[src/rtl/lock_pkg.sv]
// Shared definitions for the digital lock: display symbol codes, FSM state
// encoding and LED bit positions (also imported by the display mux).
package lock_pkg;

    typedef enum logic [2:0] {
        ST_LOCKED,
        ST_CHECK,
        ST_OPEN,
        ST_ERROR,
        ST_LOCKOUT
    } state_t;

    localparam logic [3:0] SYM_K     = 4'd8;
    localparam logic [3:0] SYM_C     = 4'd9;
    localparam logic [3:0] SYM_O     = 4'd10;
    localparam logic [3:0] SYM_L     = 4'd11;
    localparam logic [3:0] SYM_N     = 4'd12;
    localparam logic [3:0] SYM_U     = 4'd13;
    localparam logic [3:0] SYM_E     = 4'd6;
    localparam logic [3:0] SYM_R     = 4'd14;
    localparam logic [3:0] SYM_BLANK = 4'd15;

    localparam int LED_OPEN    = 0;
    localparam int LED_ERROR   = 1;
    localparam int LED_LOCKOUT = 2;
    localparam int LED_ENTRY   = 3;

endpackage

[src/rtl/lock_if.sv]
// Key/code inputs and display outputs of the lock FSM; the FSM is the slave,
// whoever drives keys and reads the display is the master.
interface lock_if;
    logic       key_valid;
    logic [2:0] key_digit;
    logic       lock_btn;
    logic       password;
    logic [2:0] code0, code1, code2;
    logic [3:0] hex10, hex11, hex12, hex13, hex14, hex15;
    logic [3:0] led1;

    modport master (
        output key_valid, key_digit, lock_btn, password, code0, code1, code2,
        input  hex10, hex11, hex12, hex13, hex14, hex15, led1
    );
    modport slave (
        input  key_valid, key_digit, lock_btn, password, code0, code1, code2,
        output hex10, hex11, hex12, hex13, hex14, hex15, led1
    );
endinterface

[src/rtl/lock_timer.sv]
// Loadable 32-bit down-counter with a zero flag; it parks at zero rather than
// wrapping, so a fresh load is needed for every timed state.
module lock_timer (
    input  logic        clk,
    input  logic        reset,
    input  logic        load,
    input  logic [31:0] load_val,
    input  logic        dec,
    output logic        zero
);
    logic [31:0] cnt;

    always_ff @(posedge clk or posedge reset) begin
        if (reset)
            cnt <= '0;
        else if (load)
            cnt <= load_val;
        else if (dec && cnt != 32'd0)
            cnt <= cnt - 32'd1;
    end

    assign zero = (cnt == 32'd0);
endmodule

[src/rtl/lock_fsm.sv]
// Digital lock core: collects three key digits, checks them against the stored
// code and drives registered symbol codes / LEDs for the display mux.
module lock_fsm
    import lock_pkg::*;
#(
    parameter int unsigned ERR_CYCLES     = 50000000,
    parameter int unsigned LOCKOUT_CYCLES = 250000000,
    parameter int unsigned OPEN_CYCLES    = 500000000,
    parameter int unsigned MAX_FAIL       = 3
) (
    input  logic   clk,
    input  logic   reset,
    lock_if.slave  bus
);
    state_t          state, nstate;
    logic [1:0]      count, ncount;
    logic [2:0]      fails, nfails;
    logic [2:0][2:0] entry, nentry;
    logic            tload, tdec, tzero;
    logic [31:0]     tval;

    lock_timer u_timer (
        .clk      (clk),
        .reset    (reset),
        .load     (tload),
        .load_val (tval),
        .dec      (tdec),
        .zero     (tzero)
    );

    always_ff @(posedge clk or posedge reset) begin
        if (reset) begin
            state <= ST_LOCKED;
            count <= '0;
            fails <= '0;
            entry <= '0;
        end else begin
            state <= nstate;
            count <= ncount;
            fails <= nfails;
            entry <= nentry;
        end
    end

    always_comb begin
        nstate = state;
        ncount = count;
        nfails = fails;
        nentry = entry;
        tload  = 1'b0;
        tval   = '0;
        tdec   = (state == ST_OPEN) || (state == ST_ERROR) || (state == ST_LOCKOUT);
        // Password mode wins over everything except an active lockout.
        if (bus.password && state != ST_LOCKOUT) begin
            nstate = ST_LOCKED;
            ncount = '0;
            nfails = '0;
        end else begin
            case (state)
                ST_LOCKED: begin
                    if (!bus.lock_btn && bus.key_valid && bus.key_digit <= 3'd4) begin
                        for (int i = 0; i < 3; i++)
                            if (count == 2'(i)) nentry[i] = bus.key_digit;
                        ncount = count + 2'd1;
                        if (count == 2'd2) nstate = ST_CHECK;
                    end
                end
                ST_CHECK: begin
                    ncount = '0;
                    tload  = 1'b1;
                    if (entry[0] == bus.code0 && entry[1] == bus.code1 && entry[2] == bus.code2) begin
                        nfails = '0;
                        tval   = 32'(OPEN_CYCLES - 1);
                        nstate = ST_OPEN;
                    end else begin
                        nfails = fails + 3'd1;
                        if (fails + 3'd1 == 3'(MAX_FAIL)) begin
                            tval   = 32'(LOCKOUT_CYCLES - 1);
                            nstate = ST_LOCKOUT;
                        end else begin
                            tval   = 32'(ERR_CYCLES - 1);
                            nstate = ST_ERROR;
                        end
                    end
                end
                ST_OPEN:    if (bus.lock_btn || tzero) nstate = ST_LOCKED;
                ST_ERROR:   if (tzero) nstate = ST_LOCKED;
                ST_LOCKOUT: if (tzero) begin
                    nstate = ST_LOCKED;
                    nfails = '0;
                end
                default:    nstate = ST_LOCKED;
            endcase
        end
    end

    // Display lags the state by one cycle; CHECK keeps whatever was shown.
    always_ff @(posedge clk or posedge reset) begin
        if (reset) begin
            {bus.hex15, bus.hex14, bus.hex13, bus.hex12, bus.hex11, bus.hex10} <=
                {SYM_L, SYM_O, SYM_C, SYM_K, SYM_BLANK, 4'd0};
            bus.led1 <= '0;
        end else begin
            case (state)
                ST_LOCKED:
                    {bus.hex15, bus.hex14, bus.hex13, bus.hex12, bus.hex11, bus.hex10} <=
                        {SYM_L, SYM_O, SYM_C, SYM_K, SYM_BLANK, {2'b00, count}};
                ST_OPEN:
                    {bus.hex15, bus.hex14, bus.hex13, bus.hex12, bus.hex11, bus.hex10} <=
                        {SYM_U, SYM_N, SYM_L, SYM_O, SYM_C, SYM_K};
                ST_ERROR:
                    {bus.hex15, bus.hex14, bus.hex13, bus.hex12, bus.hex11, bus.hex10} <=
                        {SYM_E, SYM_R, SYM_R, SYM_BLANK, SYM_BLANK, 4'(MAX_FAIL) - {1'b0, fails}};
                ST_LOCKOUT:
                    {bus.hex15, bus.hex14, bus.hex13, bus.hex12, bus.hex11, bus.hex10} <=
                        {SYM_L, SYM_O, SYM_C, SYM_K, SYM_BLANK, SYM_BLANK};
                default: ;
            endcase
            bus.led1                <= '0;
            bus.led1[LED_OPEN]      <= (state == ST_OPEN);
            bus.led1[LED_ERROR]     <= (state == ST_ERROR);
            bus.led1[LED_LOCKOUT]   <= (state == ST_LOCKOUT);
            bus.led1[LED_ENTRY]     <= (state == ST_LOCKED) && (count != 2'd0);
        end
    end
endmodule

[src/flat_wrapper.sv]
// flat-port wrapper written by rule: the top's interface ports become plain ports
module lock_fsm_flat import lock_pkg::*;
#(
    parameter int unsigned ERR_CYCLES     = 50000000,
    parameter int unsigned LOCKOUT_CYCLES = 250000000,
    parameter int unsigned OPEN_CYCLES    = 500000000,
    parameter int unsigned MAX_FAIL       = 3
)
  (clk, reset, bus_key_valid, bus_key_digit, bus_lock_btn, bus_password, bus_code0, bus_code1, bus_code2, bus_hex10, bus_hex11, bus_hex12, bus_hex13, bus_hex14, bus_hex15, bus_led1);
  lock_if bus_i ();
  input  logic clk;
  input  logic reset;
  input wire logic [$bits(bus_i.key_valid)-1:0] bus_key_valid;
  input wire logic [$bits(bus_i.key_digit)-1:0] bus_key_digit;
  input wire logic [$bits(bus_i.lock_btn)-1:0] bus_lock_btn;
  input wire logic [$bits(bus_i.password)-1:0] bus_password;
  input wire logic [$bits(bus_i.code0)-1:0] bus_code0;
  input wire logic [$bits(bus_i.code1)-1:0] bus_code1;
  input wire logic [$bits(bus_i.code2)-1:0] bus_code2;
  output wire logic [$bits(bus_i.hex10)-1:0] bus_hex10;
  output wire logic [$bits(bus_i.hex11)-1:0] bus_hex11;
  output wire logic [$bits(bus_i.hex12)-1:0] bus_hex12;
  output wire logic [$bits(bus_i.hex13)-1:0] bus_hex13;
  output wire logic [$bits(bus_i.hex14)-1:0] bus_hex14;
  output wire logic [$bits(bus_i.hex15)-1:0] bus_hex15;
  output wire logic [$bits(bus_i.led1)-1:0] bus_led1;
  assign bus_i.key_valid = bus_key_valid;
  assign bus_i.key_digit = bus_key_digit;
  assign bus_i.lock_btn = bus_lock_btn;
  assign bus_i.password = bus_password;
  assign bus_i.code0 = bus_code0;
  assign bus_i.code1 = bus_code1;
  assign bus_i.code2 = bus_code2;
  assign bus_hex10 = bus_i.hex10;
  assign bus_hex11 = bus_i.hex11;
  assign bus_hex12 = bus_i.hex12;
  assign bus_hex13 = bus_i.hex13;
  assign bus_hex14 = bus_i.hex14;
  assign bus_hex15 = bus_i.hex15;
  assign bus_led1 = bus_i.led1;
  lock_fsm #(.ERR_CYCLES(ERR_CYCLES), .LOCKOUT_CYCLES(LOCKOUT_CYCLES), .OPEN_CYCLES(OPEN_CYCLES), .MAX_FAIL(MAX_FAIL)) u_core (.clk(clk), .reset(reset), .bus(bus_i));
endmodule
[config.mk]
export PLATFORM = sky130hd
export DESIGN_NAME = lock_fsm_flat
export DESIGN_NICKNAME = d
export VERILOG_FILES = /design/src/rtl/lock_pkg.sv /design/src/rtl/lock_if.sv /design/src/rtl/lock_timer.sv /design/src/rtl/lock_fsm.sv /design/src/flat_wrapper.sv
export SDC_FILE = /design/constraint.sdc
export NUM_CORES = 1
export LEC_CHECK = 0
export ABC_AREA = 1
export CAP_MARGIN = 10
export CELL_PAD_IN_SITES_DETAIL_PLACEMENT = 0
export CELL_PAD_IN_SITES_GLOBAL_PLACEMENT = 1
export CORE_AREA = 5 5 106 108
export CTS_BUF_LIST = sky130_fd_sc_hd__clkbuf_2 sky130_fd_sc_hd__clkbuf_4 sky130_fd_sc_hd__clkbuf_8
export DETAILED_ROUTE_END_ITERATION = 10
export DIE_AREA = 0 0 111 113
export GPL_ROUTABILITY_DRIVEN = 1
export PLACE_DENSITY_LB_ADDON = 0.1
export SYNTH_ARGS = -nofsm -noshare
export SYNTH_HDL_FRONTEND = slang
export SYNTH_SLANG_ARGS = --single-unit
[constraint.sdc]
create_clock -name clk -period 1.75 [get_ports clk]
set_input_delay 0.35 -clock clk [delete_from_list [all_inputs] [get_ports clk]]
set_output_delay 0.35 -clock clk [all_outputs]
set_load 0.05 [all_outputs]
run_1/congestion.png
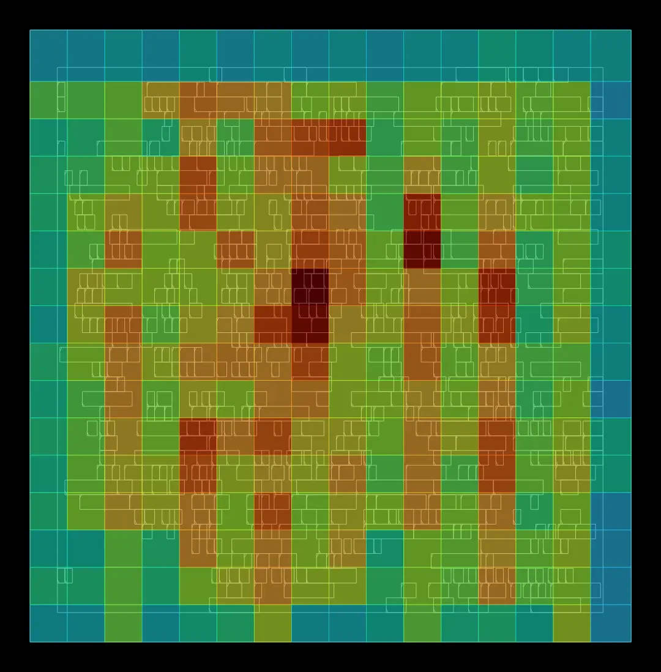
final core utilization: 51.6%
WL/cell: 13.8 um
GR Util met1: 21.6%
met3 Use GR: 3.74%
met2 Use GR: 30.5%

run_1/logic_types.png
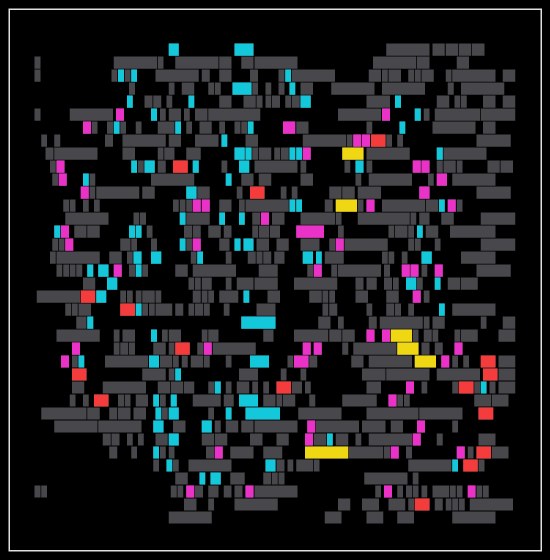
legend:
  cyan:
    family: NOR gates
    cells: 86
    most_used: nor2_1
  yellow:
    family: adder and majority cells
    cells: 6
    most_used: ha_1
  magenta:
    family: inverting AOI/OAI gates
    cells: 53
    most_used: o21ai_0
  red:
    family: XOR/XNOR gates
    cells: 16
    most_used: xnor2_1

==> results.yml, run 1 <==
# flow metrics
synthesis:
  top_cell_area_share_pct: 39.2
  top_area_cell: "dfrtp_1"
  async_reset_ff_share_pct: 100
  ys_seq_share_pct: 40.6
cells_and_area:
  final_cells: 779
  regMostFlops: "u_core.u_timer.cnt"
  design.seq.count: 61
  largest_cell_class: "multi-input combinational cells"
  bufAreaShareNonClock_pct: 19.8
  largest_reg_flops: 32
sta:
  fin_worst_skew_ps: 12.9
  min_period_over_period_pct: 98.2
  fmax_mhz: 582
  fin_crit_ps: 1720
setup_path:
  critical_path_class: "reg -> reg"
  crit_start: "u_core.u_timer.cnt[4]"
  path_cells: "nor2_2 > nand2_2 > nor2_8 > nand2_4 > o21ai_4 > buf_6 > nand2_4 > nand2_1 > nand2_1"
  slowest_stage: "dfrtp_1"
power_and_ir_drop:
  switching_share_pct: 45.3
  power.group.top: "combinational cells"
  ir_drop_v: 0.000877
  powerSeq_mw: 2.32
routing:
  wirelength_um: 10700
  wl_met3_um: 432
  antenna_left: 0
clock_tree:
  cts_tree: "built"
  cts_resized: 10
  holdBufCountCts: 0
status:
  status: "complete, no violations"
global_route:
  grt_pass1_vias: 3560
  overflow: 0
job:
  maxCapViolations: 0
  warnings: 30
die:
  initial_core_util_pct: 37.1
min_path:
  min_path_type: "in -> async"
place:
  dpl.hpwl_um: 7990
run_1/layer_met3.png
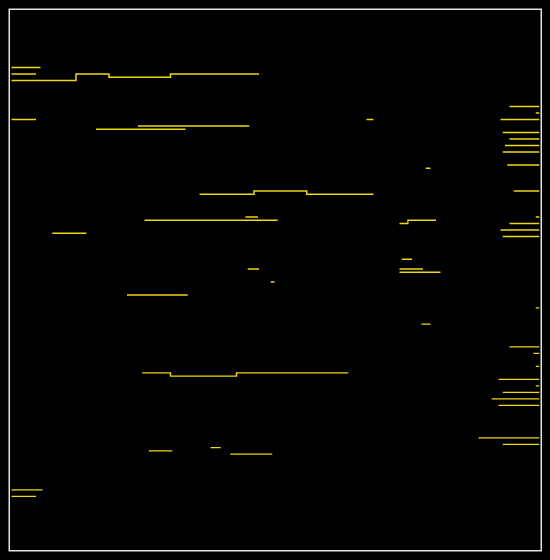
longest straight run: 27.6 um
main direction: horizontal
wire length on this layer: 432 um

run_1/flops_by_reg.png
Scale bar: 20 um. Other sequential cells in the stronger gray, the rest of the logic in the fainter gray.
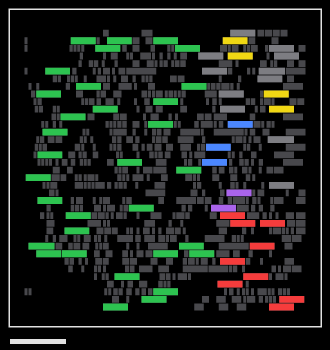

==> inputs of run 2 (changes only) <==
==> constraint.sdc (replaced) <==
create_clock -name clk -period 1.55 [get_ports clk]
set_input_delay 0.31 -clock clk [delete_from_list [all_inputs] [get_ports clk]]
set_output_delay 0.31 -clock clk [all_outputs]
set_load 0.05 [all_outputs]
run_2/flops_by_reg.png
Scale bar: 20 um. Other sequential cells in the stronger gray, the rest of the logic in the fainter gray.
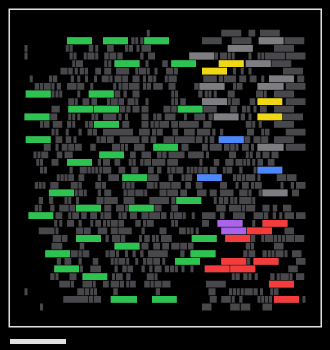
legend:
  yellow:
    netlist_name: u_core.bus.hex10
    placed_flops: 4
    where: top right
  green:
    netlist_name: u_core.u_timer.cnt
    placed_flops: 32
  purple:
    netlist_name: u_core.count
    placed_flops: 2
  blue:
    netlist_name: u_core.state
    placed_flops: 3
  red:
    netlist_name: u_core.entry
    placed_flops: 9
    where: bottom right

==> results.yml, run 2 <==
# flow metrics
routing:
  wl_per_cell_um: 13.0
cells_and_area:
  final_cells: 810
  largest_cell_class: "multi-input combinational cells"
  bufAreaShareNonClock_pct: 25.3
  design.seq.count: 61
  regMostFlops: "u_core.u_timer.cnt"
power_and_ir_drop:
  ir_drop_v: 0.000984
  switching_share_pct: 44.5
synthesis:
  async_reset_ff_share_pct: 100
  top_cell_area_share_pct: 39.2
  ys_seq_share_pct: 40.6
  top_area_cell: "dfrtp_1"
sta:
  fmax_mhz: 605
  fin_worst_skew_ps: 8.34
  setup_viol: 26
  setup_slack_ps: -103
min_path:
  min_path_type: "in -> async"
status:
  failed_checks: "setup timing"
  status: "finished, violations left"
die:
  initial_core_util_pct: 37.1
job:
  maxCapViolations: 0
place:
  dpl.hpwl_um: 7880
setup_path:
  path_cells: "nor2_2 > nand3_2 > nor2_4 > nand2_4 > o21ai_4 > nand2_4 > buf_12 > nand3_2 > o21ai_1"
  slowest_stage: "dfrtp_1"
global_route:
  use_met1_pct: 21.1
  grt_pass1_vias: 3692
run_2/logic_types.png
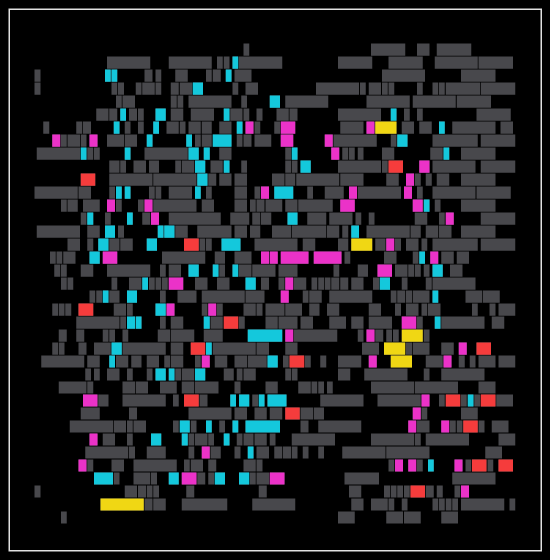

==> inputs of run 3 (changes only) <==
--- a/config.mk
+++ b/config.mk
@@ -5,14 +5,13 @@
 export SDC_FILE = /design/constraint.sdc
 export NUM_CORES = 1
 export LEC_CHECK = 0
-export ABC_AREA = 1
 export CAP_MARGIN = 10
 export CELL_PAD_IN_SITES_DETAIL_PLACEMENT = 0
 export CELL_PAD_IN_SITES_GLOBAL_PLACEMENT = 1
-export CORE_AREA = 5 5 106 108
+export CORE_AREA = 5 5 98 100
 export CTS_BUF_LIST = sky130_fd_sc_hd__clkbuf_2 sky130_fd_sc_hd__clkbuf_4 sky130_fd_sc_hd__clkbuf_8
 export DETAILED_ROUTE_END_ITERATION = 10
-export DIE_AREA = 0 0 111 113
+export DIE_AREA = 0 0 103 105
 export GPL_ROUTABILITY_DRIVEN = 1
 export PLACE_DENSITY_LB_ADDON = 0.1
 export SYNTH_ARGS = -nofsm -noshare
run_3/logic_types.png
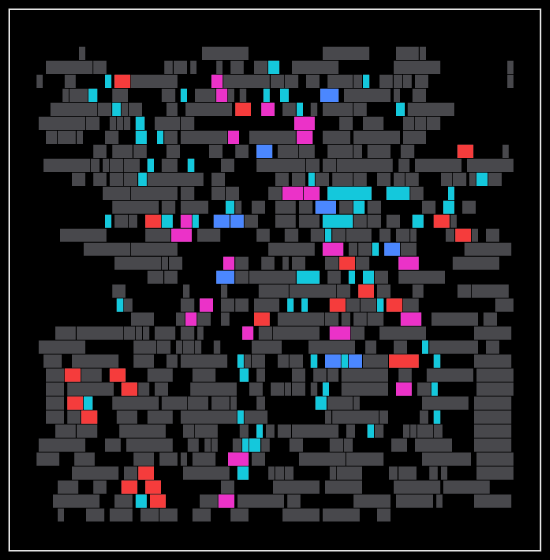
legend:
  magenta:
    family: AND and OR gates
    cells: 21
  cyan:
    family: NOR gates
    cells: 56
    most_used: nor2_1
  blue:
    family: AND-OR and OR-AND gates
    cells: 9
  red:
    family: XOR/XNOR gates
    cells: 21
    most_used: xor2_1
    where: spread over the die

==> results.yml, run 3 <==
# flow metrics
synthesis:
  top_area_cell: "dfrtp_1"
  top_cell_area_share_pct: 43.9
  ys_seq_share_pct: 45.5
global_route:
  gr-usage-met3_pct: 3.40
  use_met1_pct: 26.3
  overflow: 0
  grt_pass1_vias: 3064
sta:
  fmax_mhz: 413
  fin_crit_ps: 2420
  setup_slack_ps: -874
  setup_viol: 38
  min_period_over_period_pct: 156
  fin_worst_skew_ps: 11.5
power_and_ir_drop:
  powerSeq_mw: 1.60
  power.group.top: "clock"
setup_path:
  crit_start: "u_core.u_timer.cnt[10]"
  critical_path_class: "reg -> reg"
  slowest_stage: "or4_4"
cells_and_area:
  final_util_pct: 59.9
  final_cells: 592
  largest_cell_class: "multi-input combinational cells"
  largest_reg_flops: 32
  design.seq.count: 61
  regMostFlops: "u_core.u_timer.cnt"
routing:
  wl_per_cell_um: 15.4
  wl_met3_um: 374
  antenna_left: 0
  wirelength_um: 9120
job:
  maxCapViolations: 0
status:
  status: "finished, violations left"
  failed_checks: "setup timing"
clock_tree:
  cts_tree: "built"
  holdBufCountCts: 0
place:
  dpl.hpwl_um: 6490

==> layout pictures side by side <==
M2 wires.
Scale bar: 20 um.
(a)
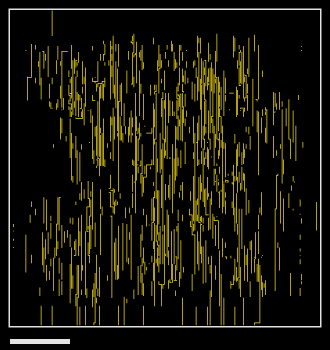
(b)
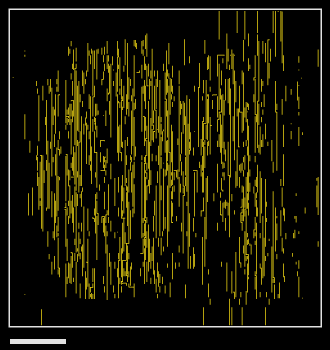
The one with the largest die is (b).
For run 2, see (b).
For run 3, see (a).

